<file path="config.mk">
export PLATFORM = sky130hd
export DESIGN_NAME = car_ctrl_cond
export DESIGN_NICKNAME = d
export VERILOG_FILES = /design/src/rtl/car_ctrl_cond.sv
export SDC_FILE = /design/constraint.sdc
export NUM_CORES = 1
export LEC_CHECK = 0
export CAP_MARGIN = 25
export CORE_MARGIN = 5
export CORE_UTILIZATION = 40
export CTS_CLUSTER_DIAMETER = 200
export DETAILED_ROUTE_END_ITERATION = 10
export PLACE_DENSITY_LB_ADDON = 0.1
export SLEW_MARGIN = 10
export SYNTH_ARGS = -nofsm -noshare
export SYNTH_HDL_FRONTEND = slang
export SYNTH_SLANG_ARGS = --single-unit
</file>
<file path="constraint.sdc">
create_clock -name clk -period 3.2 [get_ports clk]
set_clock_uncertainty 0.1 [all_clocks]
set_input_delay 0.8 -clock clk [delete_from_list [all_inputs] [get_ports clk]]
set_output_delay 0.8 -clock clk [all_outputs]
set_load 0.05 [all_outputs]
</file>
<file path="src/rtl/car_ctrl_cond.sv">
// car_ctrl_cond: synchronizes and debounces the raw stalk, brake and hazard inputs,
//    latches the hazard button into an emergency level, and resolves left/right conflicts.
// Latency: a raw edge reaches left/right/brake after DB_CYCLES+3 edges and emergency after DB_CYCLES+4.
// Backpressure: none. Outputs are plain levels that the downstream LED controller samples every cycle.
//
// Ports:
//    clk, reset (async, active-high)
//    sw_left, sw_right, sw_brake, btn_hazard : raw asynchronous switch inputs
//    left, right, brake, emergency           : registered conditioned levels
//    evt                                     : registered, high in any cycle where an output took a new value
//
// Optional build macro TURN_TIMEOUT_EN: each turn output auto-cancels after TURN_TIMEOUT cycles
//    continuously high. It then stays locked off until that side's debounced input goes low.

module car_ctrl_cond #(
   parameter int DB_CYCLES    = 4,
   parameter int TURN_TIMEOUT = 64
) (
   input  logic clk,
   input  logic reset,
   input  logic sw_left,
   input  logic sw_right,
   input  logic sw_brake,
   input  logic btn_hazard,
   output logic left,
   output logic right,
   output logic brake,
   output logic emergency,
   output logic evt
);

   localparam int             CW      = $clog2(DB_CYCLES + 1);
   // The counter flips the state on the edge where it would reach DB_CYCLES,
   // so the compare value is one less than that count.
   localparam logic [CW-1:0]  DB_LAST = CW'(DB_CYCLES - 1);

   // Input bit order: 0 = left, 1 = right, 2 = brake, 3 = hazard.
   logic [3:0]    raw;
   logic [3:0]    sync1_q, sync2_q;
   logic [3:0]    db_q, db_d;
   logic [CW-1:0] cnt_q [4];
   logic [CW-1:0] cnt_d [4];

   logic          hz_prev_q, hz_prev_d;
   logic          hz_latch_q, hz_latch_d;

   logic          left_q, left_d;
   logic          right_q, right_d;
   logic          brake_q, brake_d;
   logic          emergency_q, emergency_d;
   logic          evt_q, evt_d;

   assign raw = {btn_hazard, sw_brake, sw_right, sw_left};

   // Debounce. Any agreeing sample restarts the count, so only a run of
   // DB_CYCLES consecutive differing samples can flip the debounced state.
   always_comb begin
      for (int i = 0; i < 4; i++) begin
         db_d[i]  = db_q[i];
         cnt_d[i] = '0;
         if (sync2_q[i] != db_q[i]) begin
            if (cnt_q[i] == DB_LAST) begin
               db_d[i] = ~db_q[i];
            end else begin
               cnt_d[i] = cnt_q[i] + 1'b1;
            end
         end
      end
   end

   // Hazard press detect. Only the 0->1 transition toggles the latch, so a
   // held button or a release has no effect.
   always_comb begin
      hz_prev_d  = db_q[3];
      hz_latch_d = hz_latch_q ^ (db_q[3] & ~hz_prev_q);
   end

`ifdef TURN_TIMEOUT_EN
   localparam int            TW       = $clog2(TURN_TIMEOUT + 1);
   localparam logic [TW-1:0] TMO_LAST = TW'(TURN_TIMEOUT - 1);

   logic [TW-1:0] tmr_l_q, tmr_l_d, tmr_r_q, tmr_r_d;
   logic          lock_l_q, lock_l_d, lock_r_q, lock_r_d;
   logic          fire_l, fire_r;

   // Timers count the cycles each turn output has already been high. The
   // forced drop lands on the edge where the output would start its
   // (TURN_TIMEOUT+1)th cycle, which gives exactly TURN_TIMEOUT high cycles.
   always_comb begin
      fire_l   = left_q  && (tmr_l_q == TMO_LAST);
      fire_r   = right_q && (tmr_r_q == TMO_LAST);
      tmr_l_d  = left_q  ? tmr_l_q + 1'b1 : '0;
      tmr_r_d  = right_q ? tmr_r_q + 1'b1 : '0;
      // A lock is held only while that side's debounced input stays high.
      lock_l_d = fire_l | (lock_l_q & db_q[0]);
      lock_r_d = fire_r | (lock_r_q & db_q[1]);
   end

   always_ff @(posedge clk or posedge reset) begin
      if (reset) begin
         tmr_l_q  <= '0;
         tmr_r_q  <= '0;
         lock_l_q <= 1'b0;
         lock_r_q <= 1'b0;
      end else begin
         tmr_l_q  <= tmr_l_d;
         tmr_r_q  <= tmr_r_d;
         lock_l_q <= lock_l_d;
         lock_r_q <= lock_r_d;
      end
   end

   always_comb begin
      left_d  = db_q[0] & ~db_q[1] & ~lock_l_q & ~fire_l;
      right_d = db_q[1] & ~db_q[0] & ~lock_r_q & ~fire_r;
   end
`else
   logic unused_tmo;
   assign unused_tmo = (TURN_TIMEOUT > 0);

   // Both stalk contacts high is a conflict and blanks both sides.
   always_comb begin
      left_d  = db_q[0] & ~db_q[1];
      right_d = db_q[1] & ~db_q[0];
   end
`endif

   always_comb begin
      brake_d     = db_q[2];
      emergency_d = hz_latch_q;
      evt_d       = ({left_d, right_d, brake_d, emergency_d} !=
                     {left_q, right_q, brake_q, emergency_q});
   end

   always_ff @(posedge clk or posedge reset) begin
      if (reset) begin
         sync1_q     <= '0;
         sync2_q     <= '0;
         db_q        <= '0;
         for (int i = 0; i < 4; i++) begin
            cnt_q[i] <= '0;
         end
         hz_prev_q   <= 1'b0;
         hz_latch_q  <= 1'b0;
         left_q      <= 1'b0;
         right_q     <= 1'b0;
         brake_q     <= 1'b0;
         emergency_q <= 1'b0;
         evt_q       <= 1'b0;
      end else begin
         sync1_q     <= raw;
         sync2_q     <= sync1_q;
         db_q        <= db_d;
         for (int i = 0; i < 4; i++) begin
            cnt_q[i] <= cnt_d[i];
         end
         hz_prev_q   <= hz_prev_d;
         hz_latch_q  <= hz_latch_d;
         left_q      <= left_d;
         right_q     <= right_d;
         brake_q     <= brake_d;
         emergency_q <= emergency_d;
         evt_q       <= evt_d;
      end
   end

   assign left      = left_q;
   assign right     = right_q;
   assign brake     = brake_q;
   assign emergency = emergency_q;
   assign evt       = evt_q;

endmodule

</file>
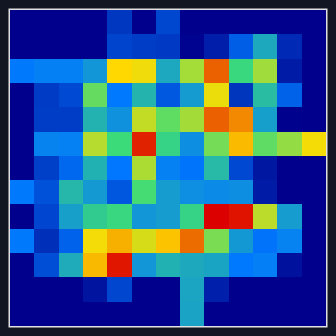
run_1/wire_density.png
The die is cut into 13 by 13 equal tiles; dark blue is low, red is high, scaled to the fullest tile. Values are wire area over tile area, all layers added.
tiles over half the peak: 19%
densest ninth of the die: centre
mean over tiles: 0.061
nearly empty tiles: 33%
fullest tile: 0.23

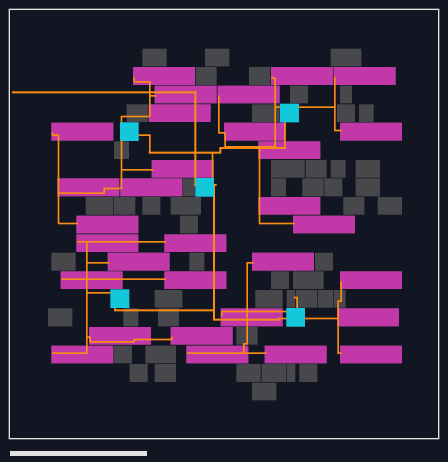
run_1/clock_map.png
Bar = 20 um.
legend:
  orange:
    item: clock wires
    length: 371 um
  cyan:
    item: cells driving clock nets
    count: 5
  magenta:
    item: flip-flops
    count: 31
routed clock nets: 6
flops lie: spread over the die
clk pwr: 191 uW
clock network power share: 0.162

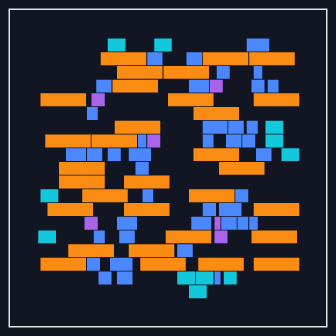
run_1/cell_classes.png
legend:
  cyan:
    class: other buffers and delay cells
    cells: 11
  orange:
    class: flops
    cells: 31
  purple:
    class: clock drivers and dummy loads
    cells: 6
  blue:
    class: all other logic
    cells: 40
floorplan core area: 2710 um^2
post-layout utilization of the core: 0.479
# rows: 19
share of the final layout cell area in sequential cells: 0.597
Finished Cell Area: 1300 um^2

run 1: cells in the final DEF, fill, tap and decap left out, drive strengths merged, types with 2 or more instances in the layout:
master         netlist  final
dfrtp               31     31
clkdlybuf4s50        0     10
nor3b                9      9
xnor2                8      8
clkbuf               0      6
nor2b                5      5
ha                   4      4
mux2                 4      4
nor3                 3      3
and3b                2      2
nand2b               2      2
run 1: metrics by stage:
stage,hold slack (ns),std cells
final,0.251,119
after global routing,0.260,119
after global placement,0.233,113
after detailed placement,0.235,113
after floorplan,0.231,71
after CTS,0.251,119
run 1: state kept, by name (all words and copies together) (netlist names):
register     count
db_q             4
hz_prev_q        1
sync1_q          4
emergency_d      1
brake            1
evt              1
emergency        1
left             1
cnt_q           12
sync2_q          4
right            1
==> flow_summary_export.csv, run 1 <==
group,metric,value,unit
cts,tritoncts_num_sinks,31,
worst_setup_path,critical_path_required_time,2.30,ns
route,route.met2.wl,631,um
logic_synthesis,synthMuxAreaShare,0.0405,
grt,use_met2,0.120,
final_timing,finalWorstSetupSlack,0.767,ns
route,detail_route.vias_per_cell,4.75,
logic_synthesis,ys_dominant_reg_cell,"sky130_fd_sc_hd__dfrtp_1",
placement,cell_area_placed,1260,um^2
job,cap_violations,0,
die,die-height,62.7,um
logic_synthesis,synthAdderAreaFrac,0.0450,
worst_setup_path,reg_to_reg_start,"cnt_q[0]",
finish,drive_above_1_share,0.0909,
placement,place_ws,1.10,ns
finish,clock_buffers,6,
placement,io_buffers,10,
final_timing,slew_viol_final,0,
logic_synthesis,top_cells_by_area,"sky130_fd_sc_hd__dfrtp_1, sky130_fd_sc_hd__xnor2_1, sky130_fd_sc_hd__nor3b_1, sky130_fd_sc_hd__ha_1, sky130_fd_sc_hd__mux2_1",
power_and_ir_drop,seq_power_share,0.503,
grt,grt_pass1_vias,618,
grt,use_met1,0.120,
route,dr.first_iter.drc_count,18,
final_timing,max_freq,411,MHz
grt,grt-ovfl-total,0,
die,initial_utilization,0.410,
cts,postCtsResizedCells,0,
logic_synthesis,mappedNetlistArea,1110,um^2
final_timing,setup_viol,0,
logic_synthesis,synth.cellmix.xorXnorShare,0.0631,
hold_path,worst_hold_path_endpoint,"sync2_q[0]",
power_and_ir_drop,vdd_drop_max,0.522,mV
grt,antenna_found_initial,0,
worst_setup_path,timing.critical_path.max_delay_family,"buffers and inverters",
worst_setup_path,ff2ff_setup_slack,1.88,ns
route,top_routing_layer_in_use,"met4",
worst_setup_path,cp.depth,1,
finish,sequential_cell_area,776,um^2
die,boundaryPins,11,
grt,routing_usage_on_met3,0.0576,
finish,nNonClkInverters,1,
worst_setup_path,timing.critical_path.from,"right",
power_and_ir_drop,powerSeq,592,uW
finish,area_share_clock_buf_inv,0.0318,
finish,layout.area.top_class,"flip-flops and latches",
route,route.detailed.wl_per_inst,12.2,um
route,drc,0,
final_timing,worst-slew-pin-transition,0.495,ns
power_and_ir_drop,power_switching_share,0.347,
cts,clock_tree.htree_level_count,2,
power_and_ir_drop,comb_power_share,0.336,
logic_synthesis,netlist-cell-type-count,14,
power_and_ir_drop,p_int,769,uW
route,num_vias,565,
final_timing,post-route-min-period,2.43,ns
finish,antenna_cells,0,
route,detail_route.first_pass.iterations,4,
cts,cts-buffers-inserted,5,
hold_path,hold_removal_path_class,"reg -> reg",
final_timing,setup_repair_after_global_routing_missed_its_margin,"no",
die,die_area,3930,um^2
worst_setup_path,slowest_delay,0.82,ns
worst_setup_path,start_kind,"register",
finish,flow.area_growth_from_synthesis,16.9,%
final_timing,relSlewSlack,0.669,
final_timing,setup_tns,0,ns
finish,nonClkBufAreaFrac,0.0829,
logic_synthesis,post_synth_ao_oa_area_fraction,0.00788,
power_and_ir_drop,power.density_cell_area,907,nW/um^2
logic_synthesis,mappedNetlistNets,81,
route,wl_met1,680,um
run_status,status,"finished, final reports clean",
placement,hpwlAfterDp,1010,um
die,die_width,62.7,um
logic_synthesis,synth.most_common_cell,"sky130_fd_sc_hd__dfrtp_1",
logic_synthesis,synthSimpleGateAreaFrac,0.142,
cts,clock_path_buffers,2,
power_and_ir_drop,p_switching,409,uW
route,detailroute.wirelength.met3,113,um
worst_setup_path,crit_chain,"clkdlybuf4s50_1",
power_and_ir_drop,leakage,0.000584,uW
grt,grt_max_degree,32,
route,ant_nets,0,
logic_synthesis,syn-instance-count,71,
logic_synthesis,synthArstFlopShare,1.00,
==> run 1 -> run 2 <==
clock period = 2.2 ns   (was 3.2 ns; I/O delays follow)
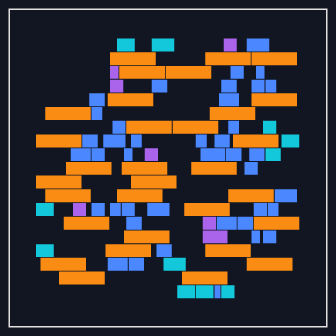
run_2/cell_classes.png
legend:
  orange:
    class: flops
    cells: 31
  cyan:
    class: other buffers and delay cells
    cells: 11
  purple:
    class: clock drivers and dummy loads
    cells: 7
  blue:
    class: all other logic
    cells: 40
post-layout utilization of the core: 0.485
Finished Cell Area: 1320 um^2
share of the final layout cell area in sequential cells: 0.590

==> run 2 against run 1 <==
  * Power increased by 48%
  * Die area unchanged
  * Synthesized cell count unchanged
  * Wire length decreased by 3.4%
  * Synthesized area unchanged
  * Combinational power increased by 41%
  * Cell area increased by 1.3%
  * Clock power increased by 71%
  * Sequential share of layout area decreased by 0.74 points
  * Setup slack got worse by 0.66 ns
  * Critical endpoint is now evt
  * Largest power group unchanged
==> flow_summary_export.csv, run 2 <==
group,metric,value,unit
power_and_ir_drop,leakage,0.000619,uW
hold_path,worst_hold_path_endpoint,"sync2_q[0]",
final_timing,worst_hold_margin,0.252,ns
cts,clock_tree.htree_level_count,2,
grt,use_met2,0.119,
final_timing,worst-slew-pin-transition,0.505,ns
cts,postCtsResizedCells,1,
finish,drive_above_1_share,0.124,
finish,clock_buffers,6,
finish,nonClkBufAreaFrac,0.0828,
logic_synthesis,syn-instance-count,71,
placement,io_buffers,10,
logic_synthesis,synth.cellmix.xorXnorShare,0.0631,
route,drc,0,
route,dr.first_iter.drc_count,17,
logic_synthesis,synthAdderAreaFrac,0.0450,
cts,tritoncts_num_sinks,31,
logic_synthesis,mappedNetlistArea,1110,um^2
cts,cts_post_setup_buffers_inserted,0,
worst_setup_path,reg_to_reg_start,"cnt_q[9]",
worst_setup_path,cp.depth,1,
logic_synthesis,netlist-cell-type-count,14,
logic_synthesis,top_cells_by_area,"sky130_fd_sc_hd__dfrtp_1, sky130_fd_sc_hd__xnor2_1, sky130_fd_sc_hd__nor3b_1, sky130_fd_sc_hd__ha_1, sky130_fd_sc_hd__mux2_1",
die,die-height,62.7,um
power_and_ir_drop,power.density_cell_area,1330,nW/um^2
final_timing,setup_tns,0,ns
route,top_routing_layer_in_use,"met4",
run_status,status,"finished, final reports clean",
final_timing,slew_viol_final,0,
die,die_area,3930,um^2
cts,clock_path_buffers,2,
route,num_vias,569,
route,wl_met1,656,um
final_timing,relSlewSlack,0.663,
finish,antenna_cells,0,
route,route.met2.wl,617,um
logic_synthesis,mappedNetlistNets,81,
final_timing,setup_viol,0,
worst_setup_path,ff2ff_setup_slack,0.88,ns
worst_setup_path,crit_chain,"clkdlybuf4s50_1",
job,cap_violations,0,
worst_setup_path,slowest_delay,0.79,ns
route,route.detailed.wl_per_inst,11.7,um
worst_setup_path,critical_path_required_time,1.55,ns
finish,max_flop_register,"cnt_q",
finish,layout.cells.most_common_list,"sky130_fd_sc_hd__dfrtp_1, sky130_fd_sc_hd__nor3b_1, sky130_fd_sc_hd__xnor2_1, sky130_fd_sc_hd__clkdlybuf4s50_1, sky130_fd_sc_hd__clkbuf_4",
power_and_ir_drop,vdd_drop_max,0.721,mV
route,ant_nets,0,
logic_synthesis,synth.most_common_cell,"sky130_fd_sc_hd__dfrtp_1",
route,detailroute.wirelength.met3,96,um
cts,cts-buffers-inserted,5,
finish,area_share_clock_buf_inv,0.0428,
finish,flow.area_growth_from_synthesis,18.4,%
final_timing,setup_repair_after_global_routing_missed_its_margin,"no",
die,rows,19,
logic_synthesis,ys_dominant_reg_cell,"sky130_fd_sc_hd__dfrtp_1",
die,floorplan.core_area,2710,um^2
die,die_width,62.7,um
placement,hpwlAfterDp,967,um
finish,sequential_cell_area,776,um^2
route,detail_route.vias_per_cell,4.74,
finish,lay_top_count,"sky130_fd_sc_hd__dfrtp_1",
die,initial_utilization,0.410,
worst_setup_path,timing.critical_path.max_delay_family,"buffers and inverters",
## run 2: cell types whose count changed in the layout (fill, tap and decap cells not counted)
cell	before	now
sky130_fd_sc_hd__buf_4	1	2
sky130_fd_sc_hd__clkbuf_1	1	0
sky130_fd_sc_hd__clkbuf_8	0	1
sky130_fd_sc_hd__clkdlybuf4s50_1	10	6
sky130_fd_sc_hd__clkinv_2	0	1
sky130_fd_sc_hd__dlygate4sd2_1	0	1
sky130_fd_sc_hd__dlymetal6s2s_1	0	2
## run 2: report_power, final
group	total [uW]	switching (uW)	internal (uW)
Sequential	858	127	732
Clock	327	180	148
Combinational	560	298	262
## run 2: metrics by stage
step                      area, um^2  std cells
final                           1320        120
after global routing            1320        120
after CTS                       1310        120
after detailed placement        1250        113
after global placement          1250        113
after floorplan                 1110         71
==> run 2 -> run 3 <==
RECOVER_POWER = 25   (was default)
clock period = 2.4 ns   (was 2.2 ns; I/O delays follow)
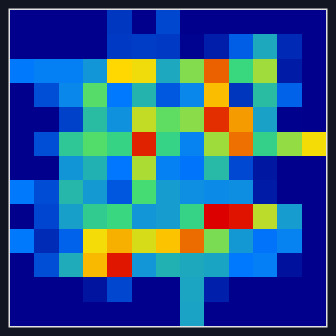
run_3/wire_density.png
The die is cut into 13 by 13 equal tiles; dark blue is low, red is high, scaled to the fullest tile. Values are wire area over tile area, all layers added.
tiles over half the peak: 18%
fullest tile: 0.23
mean over tiles: 0.061

==> run 3 against run 2 <==
  * Die area did not move
  * Clock power fell by 22%
  * Wire length rose by 3.3%
  * Synthesized cell count did not move
  * Cell area fell by 1.8%
  * Sequential share of layout area rose by 1.1 points
  * Synthesized area did not move
  * Combinational power fell by 7.7%
  * Critical endpoint is now right
  * Largest cell class unchanged
  * Largest power group unchanged
  * Highest routed layer unchanged
==> flow_summary_export.csv, run 3 <==
group,metric,value,unit
die,die_area,3930,um^2
logic_synthesis,mappedNetlistNets,81,
worst_setup_path,slowest_delay,0.82,ns
worst_setup_path,crit_chain,"clkdlybuf4s50_1",
route,detail_route.vias_per_cell,4.82,
die,boundaryPins,11,
logic_synthesis,synthArstFlopShare,1.00,
route,num_vias,573,
power_and_ir_drop,clkPwrFrac,0.163,
power_and_ir_drop,seq_power_share,0.505,
finish,lay_top_count,"sky130_fd_sc_hd__dfrtp_1",
final_timing,setup_viol,0,
logic_synthesis,syn-instance-count,71,
final_timing,finalWorstSetupSlack,0.165,ns
logic_synthesis,synthAdderAreaFrac,0.0450,
job,cap_violations,0,
placement,place_ws,0.503,ns
final_timing,max_freq,447,MHz
power_and_ir_drop,p_switching,539,uW
power_and_ir_drop,top_power_group,"sequential cells",
finish,drive_above_1_share,0.0795,
finish,layout.cells.most_common_list,"sky130_fd_sc_hd__dfrtp_1, sky130_fd_sc_hd__nor3b_1, sky130_fd_sc_hd__xnor2_1, sky130_fd_sc_hd__clkdlybuf4s50_1",
grt,routing_usage_on_met3,0.0576,
run_status,status,"finished, final reports clean",
finish,nNonClkInverters,1,
final_timing,slew_viol_final,0,
final_timing,relSlewSlack,0.669,
final_timing,post-route-min-period,2.24,ns
placement,hpwlAfterDp,1010,um
cts,postCtsResizedCells,0,
logic_synthesis,synthSimpleGateAreaFrac,0.142,
grt,grt_max_degree,32,
cts,clock_tree.htree_level_count,2,
die,die-height,62.7,um
power_and_ir_drop,pwr.group.clock,254,uW
logic_synthesis,mappedNetlistArea,1110,um^2
power_and_ir_drop,comb_power_share,0.333,
cts,tritoncts_num_sinks,31,
run 3: cell count changes in the layout (fill, tap and decap cells not counted), sizes merged:
cell,previous run,this run
dlygate4sd2,1,0
clkinv,1,0
dlygate4sd3,0,4
dlymetal6s2s,2,0
buf,2,1
run 3: stage by stage:
step           std cells  area (um^2)  power (uW)  hold slack, ns   util
6_report             119         1290        1560           0.249  0.476
5_1_grt              119         1290        1690           0.260  0.476
3_3_place_gp         113         1260        1320           0.233  0.464
3_5_place_dp         113         1260        1340           0.235  0.464
4_1_cts              119         1300        1610           0.251  0.479
2_1_floorplan         71         1110        1180           0.231      -
run 3: layer usage:
layer | vias to the layer above | share of wire
li1 | 279 | -
met4 | 0 | 0.021
met1 | 276 | 0.47
met2 | 14 | 0.43
met5 | - | 0
met3 | 4 | 0.078
No activity file was given, so power comes from the tool's default toggle rates.
